**config.mk**
```make
export PLATFORM = sky130hd
export DESIGN_NAME = reg_file32
export DESIGN_NICKNAME = d
export VERILOG_FILES = /design/src/rtl/mips32_pkg.sv /design/src/rtl/rf_read_port.sv /design/src/rtl/reg_file32.sv
export SDC_FILE = /design/constraint.sdc
export NUM_CORES = 2
export LEC_CHECK = 0
export CORE_UTILIZATION = 28
export CTS_BUF_LIST = sky130_fd_sc_hd__clkbuf_8
export DETAILED_ROUTE_END_ITERATION = 7
export PLACE_DENSITY = 0.52
export SETUP_SLACK_MARGIN = 0.05
export SYNTH_ARGS = -nofsm -noshare
export SYNTH_HDL_FRONTEND = slang
export SYNTH_SLANG_ARGS = --single-unit
```
**constraint.sdc**
```tcl
create_clock -name clk -period 5.3 [get_ports clk]
set_input_delay 1.06 -clock clk [delete_from_list [all_inputs] [get_ports clk]]
set_output_delay 1.06 -clock clk [all_outputs]
set_load 0.01 [all_outputs]
```
**src/rtl/mips32_pkg.sv**
```systemverilog
// Shared MIPS32 constants: datapath widths, architectural register indices
// and the reset value loaded into the stack pointer.
package mips32_pkg;

  localparam int DATA_W = 32;
  localparam int ADDR_W = 5;

  localparam logic [4:0] REG_ZERO = 5'd0;
  localparam logic [4:0] REG_SP   = 5'd29;
  localparam logic [4:0] REG_RA   = 5'd31;

  localparam logic [31:0] SP_INIT_DEFAULT = 32'h7FFF_EFFC;

endpackage

```
**src/rtl/rf_read_port.sv**
```systemverilog
// One combinational register-file read port: 32:1 select, $zero override,
// same-cycle writeback bypass and force-to-zero while reset is held.
module rf_read_port
  import mips32_pkg::*;
#(
  parameter int D_W = DATA_W,
  parameter int A_W = ADDR_W
) (
  input  logic                          rst_n,
  input  logic [(2**A_W)-1:0][D_W-1:0]  regs,
  input  logic [A_W-1:0]                ra,
  input  logic [A_W-1:0]                wa,
  input  logic [D_W-1:0]                wd,
  input  logic                          we,
  output logic [D_W-1:0]                rd
);

  // The ra != 0 test comes first, so the bypass can never leak a $zero write.
  always_comb begin
    rd = '0;
    if (!rst_n) begin
      rd = '0;
    end else if (ra == A_W'(REG_ZERO)) begin
      rd = '0;
    end else if (we && (wa == ra)) begin
      rd = wd;
    end else begin
      rd = regs[ra];
    end
  end

endmodule

```
**src/rtl/reg_file32.sv**
```systemverilog
// MIPS32 general-purpose register file: 32 x 32-bit storage, one synchronous
// write port and two bypassed combinational read ports.
module reg_file32
  import mips32_pkg::*;
#(
  parameter int          DATA_W  = mips32_pkg::DATA_W,
  parameter int          ADDR_W  = mips32_pkg::ADDR_W,
  parameter logic [31:0] SP_INIT = SP_INIT_DEFAULT
) (
  input  logic              clk,
  input  logic              rst_n,
  input  logic [ADDR_W-1:0] RA1,
  input  logic [ADDR_W-1:0] RA2,
  input  logic [ADDR_W-1:0] WA,
  input  logic [DATA_W-1:0] WD,
  input  logic              WE,
  output logic [DATA_W-1:0] RD1,
  output logic [DATA_W-1:0] RD2
);

  localparam int NUM_REGS = 2**ADDR_W;

  logic [NUM_REGS-1:0][DATA_W-1:0] regs;

  // Reset takes priority over a write arriving on the same edge.
  always_ff @(posedge clk) begin
    if (!rst_n) begin
      regs <= '0;
      regs[ADDR_W'(REG_SP)] <= DATA_W'(SP_INIT);
    end else if (WE && (WA != ADDR_W'(REG_ZERO))) begin
      regs[WA] <= WD;
    end
  end

  rf_read_port #(
    .D_W (DATA_W),
    .A_W (ADDR_W)
  ) u_port1 (
    .rst_n (rst_n),
    .regs  (regs),
    .ra    (RA1),
    .wa    (WA),
    .wd    (WD),
    .we    (WE),
    .rd    (RD1)
  );

  rf_read_port #(
    .D_W (DATA_W),
    .A_W (ADDR_W)
  ) u_port2 (
    .rst_n (rst_n),
    .regs  (regs),
    .ra    (RA2),
    .wa    (WA),
    .wd    (WD),
    .we    (WE),
    .rd    (RD2)
  );

endmodule

```
==> ci_impl_report.md <==
## Implementation flow summary

| Metric | Value |
|---|---|
| Run status | finished clean |
| Asr flop ratio synth | 0% |
| Count of tool warnings | 37 |
| Cell area leaders | dfxtp_1 37%, mux4_2 14%, nand2_1 14% |
| CTS tree | done |
| Synth flops | 1024 |
| Final GP Congestion | roughly 0.9 |
| Peak supply drop | roughly 0.00024 V |
| Worst Hold Class | reg2reg |
| Worst setup margin | between 0.015 and 0.02 ns |
| Final Net Count | 6220 |
| Relative slew margins | 22.1% |
| Final ANT Viol Nets | 0 |
| Postcts setup bufs | 0 |
| Critical path type | in2out |
| Ys flop type | dfxtp_1 |
| Estimated wirelength of the detail-placed design | about 140000 um |
| Seq share, synth | between 30 and 40% |
| Power per cell area | 265 nW/um^2 |
| Min Tclk post-route | ~5.3 ns |
| Post-Layout Cell Count | roughly 8900 |
| Die X | around 450 um |
| Antenna violations before repair | 5 |
| Top-area cell share | a little under two fifths |
| RSZ-0062 raised after global routing | no |
| Cell row count | around 160 |
| Clk_lat worst skew | slightly above 0.9 ns |
| Slew Limit Fails | 0 |
| Flip-flops with a built-in enable | 0 |
| DR pass1 iterations | 6 |
| First-pass GRT wire length | 338000 um |
| # Cells Yosys | a little over 6000 |
| Period utilisation layout | between 90 and 100% |
| Worst Setup Start Kind | primary input |
| Inserted Clock Buffers | ~170 |
| Synth-to-Final Area Change | 14.8% |
| Via/cell ratio | ~5.5 |
| Yosys warning tally | 0 |
| Total global routing overflow | 0 |
| CP max FO | 31 |
| Area reported by Yosys stat | about 56000 um^2 |
| Cell Type Count | 51 |
| Total wire length | roughly 240000 um |
| Worst clock skew | 0 ns |
| Post-synth top cells | 2123 x nand2_1, 1024 x dfxtp_1, 871 x a21boi_0, 395 x clkbuf_1, 355 x mux4_2 |
| Cell with the most instances after synthesis | nand2_1 |
| Syn avg cell area | between 8 and 9 um^2 |
| Req. time, crit path | approximately 4.2 ns |
| Max cap viols | 0 |
| Top reg by flops | regs |
| Port bufs | roughly 110 |
| Post-Syn Nets | 6270 |
| Post-synth top area cell | dfxtp_1 |
| Post-cts resize count | 5 |
| I/O pins | approximately 110 |
| Netlist Area Pre-Place | ~56000 um^2 |
| Biggest regs | regs (1024) |
| DRC violations left | 0 |
| Largest net degree at the start of global routing | between 200 and 250 |
| Vias in the first global route | ~47000 |
| Pre-CTS worst setup slack | -0.297 ns |
| Vias | roughly 49000 |
| Reg clk slew, reported paths | roughly 0.06 ns |
| GRT Resource Usage Total | approximately 23% |
| Max frequency | between 150 and 200 MHz |
| CP endpoint kind | primary output |
| Syn Inst Count | approximately 6200 |
[cell usage in the layout (no fill, tap or decap), types with 4 or more instances in the layout]
cell	count
mux2_2	133
clkbuf_8	223
inv_1	53
a2111oi_2	21
o2111a_1	8
buf_12	44
nand2_2	31
nor2_4	30
nor2_1	84
mux4_2	355
clkinvlp_4	5
nand3_1	38
nand2b_1	11
o22ai_1	111
or2_2	8
clkinv_2	15
a31oi_1	7
clkdlybuf4s50_1	98
a41oi_1	22
mux2i_1	326
a21boi_1	94
buf_8	6
xor2_1	4
a21boi_0	870
dfxtp_1	1024
buf_4	258
a21oi_1	33
o221a_2	7
xnor2_1	6
a22oi_1	40
o21ai_0	95
and2_1	33
nand2_1	2092
o211ai_1	63
[stage by stage]
stage,hold slack (ns),total power (uW),instance area [um^2],util (%),TNS (ns)
after floorplan,0.441,8930,55500,-,0
after global placement,0.452,9640,60200,30.5,-0.491
after detailed placement,0.458,9650,60200,30.5,-0.527
after CTS,0.427,17000,63700,32.3,0
after global routing,0.478,17300,63700,32.3,0
final,0.467,16900,63700,32.3,0
[routing by layer]
| metal | vias to the layer above | track usage (%) | part of all wire (%) |
|---|---|---|---|
| met5 | - | 0 | 0 |
| met4 | 0 | 11.3 | 5.1 |
| met3 | 556 | 3.66 | 7.2 |
| met2 | 2267 | 37.5 | 47 |
| met1 | 24500 | 29.6 | 41 |
| li1 | 21500 | - | - |
[worst max-delay path, stage by stage]
cell	delay (ns)
buf_8	0.44
or2_2	0.71
o22ai_1	0.16
o21ai_0	0.61
a41oi_2	0.44
buf_4	0.26
clkdlybuf4s50_1	0.48
[cell families (layout without fill, tap and decap cells)]
group | count (synthesis) | in the layout | synth area share (%)
compound gates | 1379 | 1379 | 18.2
xor+xnor | 10 | 10 | 0.158
buf+inv | 633 | 711 | 5.15
flops | 1024 | 1024 | 36.9
mux | 817 | 817 | 23.0
other cells | 0 | 2 | 0
simple gates | 2357 | 2357 | 16.5
[report_power, final]
| part | switching (uW) | total, uW | internal [uW] |
|---|---|---|---|
| registers | 42.9 | 7800 | 7750 |
| clock network | 3480 | 7370 | 3890 |
| logic | 1090 | 1710 | 619 |
[final timing paths]
check | start | to | slack (ns) | depth (start not counted)
worst max-delay path | RA1[1] | RD1[19] | 0.02 | 7
worst min register to register | regs[917] | regs[917] | 0.47 | 2
worst min-delay path | regs[917] | regs[917] | 0.47 | 2
worst max register to register | regs[414] | regs[414] | 4.54 | 2
[layout make-up]
type	instances	area (um^2)
repair buffers	409	3910
fillers	20300	133000
flip-flops and latches	1024	20500
diodes	2	5.00
clock inverters	78	419
well taps	2640	3300
clock buffers	223	3070
multi-input cells	4563	32500
inverters	1	3.75
Fig. 1: the metal 2 layer
Drawn at 1 px/um.
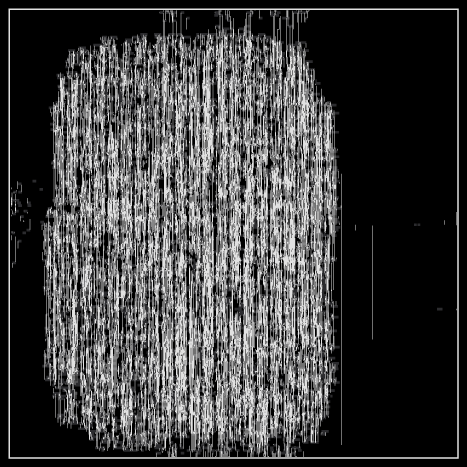
main direction: vertical
wire length on this layer: 110 mm
share of all routed wire: 47%
nets with wire on the layer: 4631

Fig. 2: routing congestion
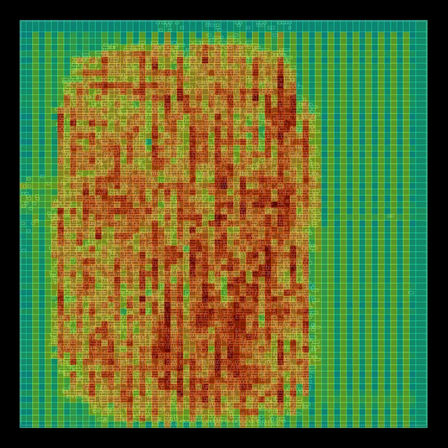
busiest layer in global routing: met2
routed wire length per instance: 26.4 um
met3 Track Usage GR: 3.66%

Power and IR drop assume default switching activity.
